--- config.mk ---
export PLATFORM = sky130hd
export DESIGN_NAME = avg_pool_layer
export DESIGN_NICKNAME = d
export VERILOG_FILES = /design/src/rtl/avg_pool_layer.sv
export SDC_FILE = /design/constraint.sdc
export NUM_CORES = 1
export LEC_CHECK = 0
export CAP_MARGIN = 20
export CORE_MARGIN = 1.5
export CORE_UTILIZATION = 58
export CTS_CLUSTER_SIZE = 24
export DETAILED_ROUTE_END_ITERATION = 10
export PLACE_DENSITY = 0.88
export REMOVE_ABC_BUFFERS = 1
export SKIP_CTS_REPAIR_TIMING = 1
export SLEW_MARGIN = 30
export SYNTH_ARGS = -nofsm -noshare
export SYNTH_HDL_FRONTEND = slang
export SYNTH_SLANG_ARGS = --single-unit
--- constraint.sdc ---
create_clock -name clk -period 8.9 [get_ports clk]
set_input_delay 1.78 -clock clk [delete_from_list [all_inputs] [get_ports clk]]
set_output_delay 1.78 -clock clk [all_outputs]
set_load 0.02 [all_outputs]
--- src/rtl/avg_pool_layer.sv ---
// ---------------------------------------------------------------------------
// avg_pool_layer
//   2x2 / stride-2 average pooling over a stack of NxN row-major feature maps
//   held in word-addressed DMA memory. Reads four input words per output,
//   sums them in a DATA_W+2 accumulator and writes sum >>> 2 back to memory.
//   One output word costs six cycles: R0..R3 (reads), ACC, WR.
//
// Ports
//   clk          system clock, rising edge
//   reset        synchronous active-high reset (aborts any operation)
//   enable       start request, only looked at in IDLE; also holds DONE
//   mapsNumber   number of input maps             (latched at start)
//   mapSize      input side length N              (latched at start)
//   inAddress    base address of map 0 input      (latched at start)
//   outAddress   base address of map 0 output     (latched at start)
//   readEnable   memory read strobe
//   readAddr     memory read address (0 when not reading)
//   readData     signed read data, valid one cycle after readEnable
//   writeEnable  memory write strobe, one pulse per pooled word
//   writeAddr    memory write address (0 when not writing)
//   writeOut     signed pooled value (0 when not writing)
//   done         high while in DONE
// ---------------------------------------------------------------------------
module avg_pool_layer #(
  parameter int DATA_W = 16
) (
  input  logic              clk,
  input  logic              reset,
  input  logic              enable,
  input  logic [DATA_W-1:0] mapsNumber,
  input  logic [DATA_W-1:0] mapSize,
  input  logic [DATA_W-1:0] inAddress,
  input  logic [DATA_W-1:0] outAddress,
  output logic              readEnable,
  output logic [DATA_W-1:0] readAddr,
  input  logic [DATA_W-1:0] readData,
  output logic              writeEnable,
  output logic [DATA_W-1:0] writeAddr,
  output logic [DATA_W-1:0] writeOut,
  output logic              done
);

  typedef enum logic [2:0] {
    S_IDLE, S_R0, S_R1, S_R2, S_R3, S_ACC, S_WR, S_DONE
  } state_t;

  state_t state_q, state_d;

  // Latched job parameters
  logic [DATA_W-1:0] maps_q;    // number of maps
  logic [DATA_W-1:0] n_q;       // input side N
  logic [DATA_W-1:0] msz_q;     // output side M = N/2
  logic [DATA_W-1:0] nn_q;      // N*N, stride between input maps

  // Iteration counters
  logic [DATA_W-1:0] c_q, r_q, m_q;

  // Address pointers. a_q is the top-left input address of the current
  // 2x2 window; row_q / map_q are the window addresses at c=0 of the
  // current output row / at r=c=0 of the current map. Output words are
  // contiguous in iteration order, so the write pointer simply increments.
  logic [DATA_W-1:0] a_q, row_q, map_q, wa_q;

  logic signed [DATA_W+1:0] acc_q;
  logic signed [DATA_W+1:0] rd_ext;
  logic signed [DATA_W+1:0] acc_shr;

  logic degenerate;
  logic last_c, last_r, last_m;
  logic [DATA_W-1:0] two_n;

  assign rd_ext     = $signed({{2{readData[DATA_W-1]}}, readData});
  assign acc_shr    = acc_q >>> 2;
  assign degenerate = (mapsNumber == '0) || (mapSize < DATA_W'(2));
  assign two_n      = {n_q[DATA_W-2:0], 1'b0};

  assign last_c = (c_q == msz_q  - DATA_W'(1));
  assign last_r = (r_q == msz_q  - DATA_W'(1));
  assign last_m = (m_q == maps_q - DATA_W'(1));

  // -------------------------------------------------------------------------
  // FSM: state register
  // -------------------------------------------------------------------------
  always_ff @(posedge clk) begin
    if (reset) state_q <= S_IDLE;
    else       state_q <= state_d;
  end

  // -------------------------------------------------------------------------
  // FSM: next state
  // -------------------------------------------------------------------------
  always_comb begin
    state_d = state_q;
    case (state_q)
      S_IDLE: if (enable) state_d = degenerate ? S_DONE : S_R0;
      S_R0:   state_d = S_R1;
      S_R1:   state_d = S_R2;
      S_R2:   state_d = S_R3;
      S_R3:   state_d = S_ACC;
      S_ACC:  state_d = S_WR;
      S_WR:   state_d = (last_c && last_r && last_m) ? S_DONE : S_R0;
      S_DONE: if (!enable) state_d = S_IDLE;
      default: state_d = S_IDLE;
    endcase
  end

  // -------------------------------------------------------------------------
  // FSM: outputs (address buses forced to 0 outside their strobes)
  // -------------------------------------------------------------------------
  always_comb begin
    readEnable  = 1'b0;
    readAddr    = '0;
    writeEnable = 1'b0;
    writeAddr   = '0;
    writeOut    = '0;
    done        = 1'b0;
    case (state_q)
      S_R0: begin readEnable = 1'b1; readAddr = a_q;                      end
      S_R1: begin readEnable = 1'b1; readAddr = a_q + DATA_W'(1);         end
      S_R2: begin readEnable = 1'b1; readAddr = a_q + n_q;                end
      S_R3: begin readEnable = 1'b1; readAddr = a_q + n_q + DATA_W'(1);   end
      S_WR: begin
        writeEnable = 1'b1;
        writeAddr   = wa_q;
        // |sum| <= 4*2^(DATA_W-1), so sum>>>2 always fits in DATA_W
        writeOut    = acc_shr[DATA_W-1:0];
      end
      S_DONE: done = 1'b1;
      default: ;
    endcase
  end

  // -------------------------------------------------------------------------
  // Datapath: job latch, accumulator, counters and pointers
  // -------------------------------------------------------------------------
  always_ff @(posedge clk) begin
    if (reset) begin
      maps_q <= '0;
      n_q    <= '0;
      msz_q  <= '0;
      nn_q   <= '0;
      c_q    <= '0;
      r_q    <= '0;
      m_q    <= '0;
      a_q    <= '0;
      row_q  <= '0;
      map_q  <= '0;
      wa_q   <= '0;
      acc_q  <= '0;
    end else begin
      case (state_q)
        S_IDLE: if (enable) begin
          maps_q <= mapsNumber;
          n_q    <= mapSize;
          msz_q  <= mapSize >> 1;
          nn_q   <= mapSize * mapSize;   // wraps like every other address
          c_q    <= '0;
          r_q    <= '0;
          m_q    <= '0;
          a_q    <= inAddress;
          row_q  <= inAddress;
          map_q  <= inAddress;
          wa_q   <= outAddress;
          acc_q  <= '0;
        end
        // readData lags its strobe by one cycle: R1 sees the R0 word, etc.
        S_R1:              acc_q <= rd_ext;
        S_R2, S_R3, S_ACC: acc_q <= acc_q + rd_ext;
        S_WR: begin
          wa_q <= wa_q + DATA_W'(1);
          if (!last_c) begin
            c_q <= c_q + DATA_W'(1);
            a_q <= a_q + DATA_W'(2);
          end else begin
            c_q <= '0;
            if (!last_r) begin
              // next output row starts two input rows down; for odd N the
              // trailing column is skipped implicitly by this jump
              r_q   <= r_q + DATA_W'(1);
              row_q <= row_q + two_n;
              a_q   <= row_q + two_n;
            end else begin
              // next map; for odd N the trailing row is skipped the same way
              r_q   <= '0;
              m_q   <= m_q + DATA_W'(1);
              map_q <= map_q + nn_q;
              row_q <= map_q + nn_q;
              a_q   <= map_q + nn_q;
            end
          end
        end
        default: ;
      endcase
    end
  end

endmodule

**Run 1: I/O pins on the die edge**

Scale: 2 px per µm. Pins as bars across the die edge, other pins in gray.
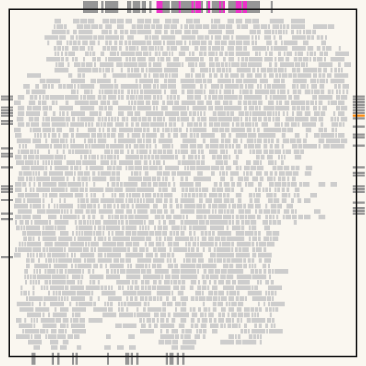
[enable] orange | pins: 1 | direction: input | edge: right
[writeOut] magenta | pins: 16 | direction: output | edge: top
all pins by edge: 76 top, 23 right, 19 left, 16 bottom
Die Y: 172.9 µm
Die Wd: 172.9 µm
PortBufs: 133

**Run 1: placed cells, one color a class**

Scale: 1.5 px per µm.
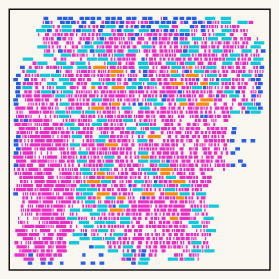
[registers] cyan | cells: 179 | share of their area: 20%
[clock drivers and dummy loads] orange | cells: 32 | share of their area: 3.5%
[remaining logic cells] magenta | cells: 1869 | share of their area: 69%
[remaining buffers and delay cells] blue | cells: 150 | share of their area: 7.9%
register share of the cell area: 0.1906
post-layout util: 0.6693
row count: 61
Design Area, Final: 18800 µm²

**Run 1: clock wiring as the flow saved it**

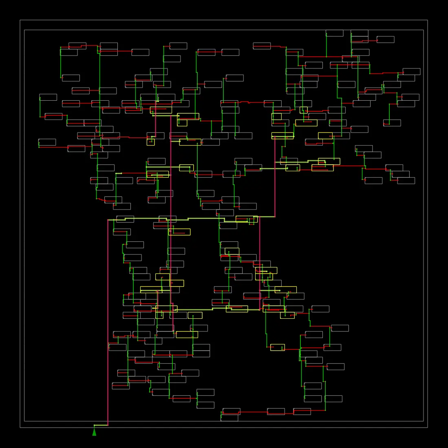
registers: 179
total clock sinks: 179
Num CTS Buffers: 17

==> run summary, run 1 <==
flow finished, numbers: remaining antenna violation count=0, crit path DRT=9.26 ns, synthesized area=16730 µm², Placement Setup Slack=between 1 and 1.5 ns, GRT Total Usage=0.3209, largest register by flop count=acc_q, vias in the first global route=15948, Area after DPL=18150 µm², Final clock-cell share=0.03408, total of max-cap violations=0, total gr overflow=0, Max-area cell class=combinational gates, total power=3.558 mW, Via Count=16317, Hold Path Class=register to register, Post-synth ARST share=0, dpl hpwl=35450 µm, Yosys Instances=roughly 2200, I/O pins=134, commonest cells in the netlist=nand2_1, nor2_1, a21oi_1, Sequential Area=between 3000 and 4000 µm², detailed-route DRC error count=0, Tmin final=7.216 ns, CTS tree=built, critical path's most frequent cell=fa_1, critical path type=primary input to register, Init Core Util=0.5958, Gate Area=12100 µm², setup TNS=0 ns, comb_multi_in=about 1700, fin nets=2484, CP bufs+invs=3, layout cell share with drive strength beyond 1=0.03722, Cell variety after synth=83, Ys Warns=0, Crit path max-delay family=adder cells, Worst path depth=17, most common cell in the netlist=nand2_1, pin count of the biggest net entering global routing=78, clk buf depth=2, adder-cell share of the synthesized area=0.1699, fill cell count=2307, Tool Warnings=25, Routed WL=48440 µm, initial antenna violation count=1, H-tree depth=4, diode count=1, status=complete, no violations, flip-flops with a built-in enable=0, Placer Congestion=approximately 0.95, FF-to-FF setup slack=3.70 ns, Area leader share=0.2141, Largest register FFs=18, Clock transition at path regs=0.08 ns, Mapped Cells=2179, most common flop cell mapped by yosys=dfxtp_1, leak pwr=between 7 and 8 nW, Data buffer area share=0.07747, final hold vios=0, Top Layout Cells=nand2_1, nor2_1, a21oi_1, min setup slack post-route=1.684 ns, Slowest-stage cell, CP=clkdlybuf4s50_1, Max Freq=138.6 MHz, switching share of power=0.4223, core area=roughly 28000 µm², root buffer cell=clkbuf_16, simple-gate portion of the synthesized area=0.2372, net switching power=1.502 mW, Worst Reg-to-Reg Cells=11, Slew Limit Fails=0, Syn-to-layout area delta=12.34%, CP Max Fanout=18, Post-synth mux share=0.02064, count of non-filler cells in the finished layout=approximately 2600, post-layout period usage=0.8107, vias per inst=6.254, clock buf count=17, yosys stat area=16730 µm², inverter count=145, Hold Crit Depth=2, worst vdd ir=185.7 µV, Syn Area/Cell=7.679 µm², Setup violations, final=0, Worst Setup End Kind=register, logic share of the area=0.6436, initial DRC count=1585, top cells by area, synth=dfxtp_1, fa_1, ha_1, nand2_1, xnor2_1, Non-clk bufs=150, First-pass DRT Iterations=8, Synth Seq Share=0.2141, Worst-Margin Slew=0.9883 ns, sequential share of power=0.265, xor+xnor area frac=0.09758, yosys aoi share=0.1958, Slew HR=0.3361, first-pass GRT wire length=just under 80000 µm, final hold slack=about 0.46 ns, die area=29880 µm², top comb family, area=simple AND/OR/NAND/NOR gates, clk_skew=about 0.022 ns, DR WL/cell=18.57 µm
## run 1: power by group through the flow
stage                     registers (mW)  logic, mW  clock network, mW
after floorplan                    0.934       1.37                  0
after global placement             0.951       1.69                  0
after detailed placement           0.956       1.77                  0
after CTS                          0.939       1.78              0.819
after global routing               0.950       2.02              0.852
final                              0.943       1.79              0.822
## run 1: final timing paths
check,end,startpoint
worst max-delay path,nn_q[15],mapSize[1]
worst min-delay path,row_q[10],row_q[10]
worst max register to register,m_q[13],n_q[3]
worst min register to register,row_q[10],row_q[10]
## run 1: layer usage
layer  share of wire  wire length, µm  up-vias  track usage
met1            0.40            19300     7689       0.3985
met5               0                0        -            0
met2            0.48            23040      769       0.5470
met4           0.047             2283        0       0.1601
li1                -                -     7708            -
met3           0.079             3823      151      0.04354
--- run 2 (diff from run 1) ---
- CORE_UTILIZATION: 58 -> 55
- PLACE_DENSITY: 0.88 -> 0.87
- clock period: 8.9 -> 5.95 ns (I/O delays scaled with it)
==> run 2 against run 1 <==
Routed wire length up 0.48%. Design area up 3.5%. Critical path type is now register to output port. Critical path depth down 4. Area after synthesis unchanged. Critical endpoint is now readAddr[12].
==> run summary, run 2 <==
flow finished, numbers: First-pass DRT Iterations=6 (-2), Setup violations, final=0 (unchanged), pin count of the biggest net entering global routing=81 (+3.8%), Tmin final=~5.7 ns, die area=31480 µm² (+5.4%), RSZ-0062 raised after global routing=no, routed wl met3=4109 µm (+7.5%), detailed-route DRC error count=0 (unchanged), I/O pins=134 (unchanged), Area after DPL=18690 µm² (+3.0%), most common flop cell mapped by yosys=dfxtp_1, critical path type=register to output port, clock buf count=18 (+1), Die Wd=177.4 µm (+2.6%), commonest cells in the netlist=nand2_1, nor2_1, a21oi_1, GRT Max-Usage Layer=met2, worst vdd ir=265.5 µV (+43%), register share of the cell area=0.1842 (-0.006412), Slew HR=0.3732 (+0.03710), layout cell share with drive strength beyond 1=0.07649 (+0.03927), count of non-filler cells in the finished layout=2692 (+3.2%), Clk Latency, worst-skew pair=0.46 ns, total clock sinks=179 (unchanged), total power=5.761 mW (+62%), Post-synth mux share=0.02064 (unchanged), Cell variety after synth=83 (unchanged), Hold Path Class=register to register, Final clock-cell share=0.03055 (-0.003526), Gate Area=12210 µm² (+0.89%), Post-synth ARST share=0 (unchanged), met1 Track Usage GR=0.3830 (-0.01556), status=complete, no violations, Worst-Margin Slew=0.9402 ns (-0.04804 ns), registers=179 (unchanged), Top Layout Cells=nand2_1, nor2_1, dfxtp_1, Die Y=177.4 µm (+2.6%), Max-area cell class=combinational gates, Synth Seq Share=0.2141 (unchanged), critical-path cell list=ha_1 -> fa_1 -> a21o_1 -> a2111oi_1 -> xnor2_1 -> a41oi_1 -> nor3_2 -> nand3b_1 -> nor3_1 -> xor2_1 -> o211ai_1 -> a21o_1 -> clkdlybuf4s50_1, worst hold start=row_q[0], Clock transition at path regs=0.08 ns (about the same), yosys aoi share=0.1958 (unchanged), Tapcells=slightly below 400, Mapped Cells=2179 (unchanged), PortBufs=133 (unchanged), wl on met1=19580 µm (+1.5%), xor+xnor area frac=0.09758 (unchanged), top cells by area, synth=dfxtp_1, fa_1, ha_1, nand2_1, xnor2_1, Placed Cells=2658, Tool Warnings=25 (unchanged), diode count=1 (unchanged), leak pwr=8.395 nW (+6.6%), top comb family, area=simple AND/OR/NAND/NOR gates, root buffer cell=clkbuf_16, fin nets=2555 (+2.9%), Slew Limit Fails=0 (unchanged), fill cell count=2382 (+3.3%), min setup slack post-route=0.2230 ns (-1.461 ns), total gr overflow=0 (unchanged), FF-to-FF setup slack=1.01 ns (-2.69 ns), crit path DRT=4.76 ns (-4.50 ns), CP peak stage delay=0.60 ns, Worst path depth=13 (-4), CP startpoint kind=register, total of max-cap violations=0 (unchanged), setup TNS=0 ns (unchanged), Crit path max-delay family=AND-OR/OR-AND gates, post-layout period usage=0.9625, CP endpoint=readAddr[12], synthesized area=16730 µm² (unchanged), RR Endpoint=row_q[4], Yosys Instances=2179 (unchanged), top routing layer in use=met5, H-tree depth=4 (unchanged), Ys Warns=0 (unchanged), largest register by flop count=acc_q, dpl hpwl=36450 µm (+2.8%), Slowest-stage cell, CP=clkdlybuf4s50_1, vias per inst=6.161 (-1.5%), Largest register FFs=18 (unchanged), comb_multi_in=1724 (unchanged), Design Area, Final=19450 µm² (+3.5%), simple-gate portion of the synthesized area=0.2372 (unchanged), row count=63 (+3.3%), logic share of the area=0.6275 (-0.01612), GRT met2 Usage=0.5059 (-0.04118), Worst Reg-to-Reg Cells=13 (+2), most frequent logic cell in the layout=nand2_1, Synthesized registers=179, Placement Setup Slack=-0.7672 ns (-2.021 ns), CP Max Fanout=5 (-13), Num CTS Buffers=17 (unchanged), Data buffer area share=0.1046 (+0.02711), GRT Total Usage=0.3039 (-0.01694), flip-flops with a built-in enable=0 (unchanged), Non-clk bufs=221 (+47%), remaining antenna violation count=0 (unchanged), yosys stat area=16730 µm² (unchanged), final hold vios=0 (unchanged), Pwr Density=296.2 nW/µm², largest area contributor in the netlist=dfxtp_1, crit path launch=a_q[0], met2 routed WL=22850 µm (-0.80%), Worst Setup End Kind=output port, CP bufs+invs=1 (-2), clk buf depth=2 (unchanged), grt met3 use=0.05334 (+0.009806), most common cell in the netlist=nand2_1, initial DRC count=1579 (-0.38%), Init Core Util=0.5616 (-0.03417), Sequential Area=3583 µm² (unchanged), Critical Path AT=4.54 ns, final hold slack=0.4598 ns (+0.002305 ns), adder-cell share of the synthesized area=0.1699 (unchanged), Syn Area/Cell=7.679 µm² (unchanged), inverter count=145 (unchanged), Via Count=16585 (+1.6%), Max Freq=174.6 MHz, initial antenna violation count=2 (+1), CTS tree=built, critical path's most frequent cell=a21o_1, Syn-to-layout area delta=16.26%, Area leader share=0.2141 (unchanged), first-pass GRT wire length=77540 µm (-1.9%), vias in the first global route=15939 (-0.056%), Critical R2R Launch=n_q[1], Placer Congestion=0.9109 (-3.6%), clk_skew=0.009972 ns (-0.01247 ns)
run 2: cell counts after synthesis:
Identical to the previous run, type by type.
run 2: worst min-delay path by stage:
| stage | end | slack [ns] | depth (start not counted) |
|---|---|---|---|
| final | row_q[0] | 0.46 | 2 |
| after CTS | row_q[0] | 0.46 | 2 |
| after detailed placement | row_q[0] | 0.44 | 2 |
| after global routing | row_q[0] | 0.48 | 2 |
| after global placement | row_q[0] | 0.43 | 2 |
| after floorplan | row_q[0] | 0.42 | 2 |
run 2: power breakdown:
| group | switching (mW) | internal, mW | leakage, nW | total, mW |
|---|---|---|---|---|
| Clock | 0.576 | 0.578 | 0.293 | 1.15 |
| Combinational | 1.68 | 1.54 | 6.64 | 3.22 |
| Sequential | 0.0985 | 1.29 | 1.46 | 1.39 |
| Total | 2.36 | 3.40 | 8.40 | 5.76 |
**Run 2: metal layers overlaid**

Scale: 1.5 px per µm.
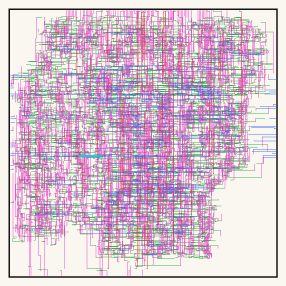
[M3] blue | wire length: 4110 µm
[M2] magenta | wire length: 22.9 mm
[M1] green | wire length: 19600 µm
[M4] red | wire length: 2120 µm
[M5] cyan | wire length: 13.8 µm
DR WL/cell: 18.08 µm
Routed WL: 48670 µm

**Run 2: placed cells, one color a class**

Scale: 1.5 px per µm.
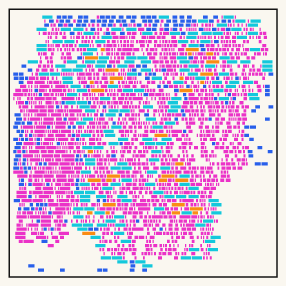
[remaining logic cells] magenta | cells: 1869 | share of their area: 67%
[clock drivers and dummy loads] orange | cells: 32 | share of their area: 3.1%
[registers] cyan | cells: 179 | share of their area: 19%
[remaining buffers and delay cells] blue | cells: 221 | share of their area: 11%
post-layout util: 0.6529
core area: 29800 µm²

Power is estimated from default activity; no workload was simulated.
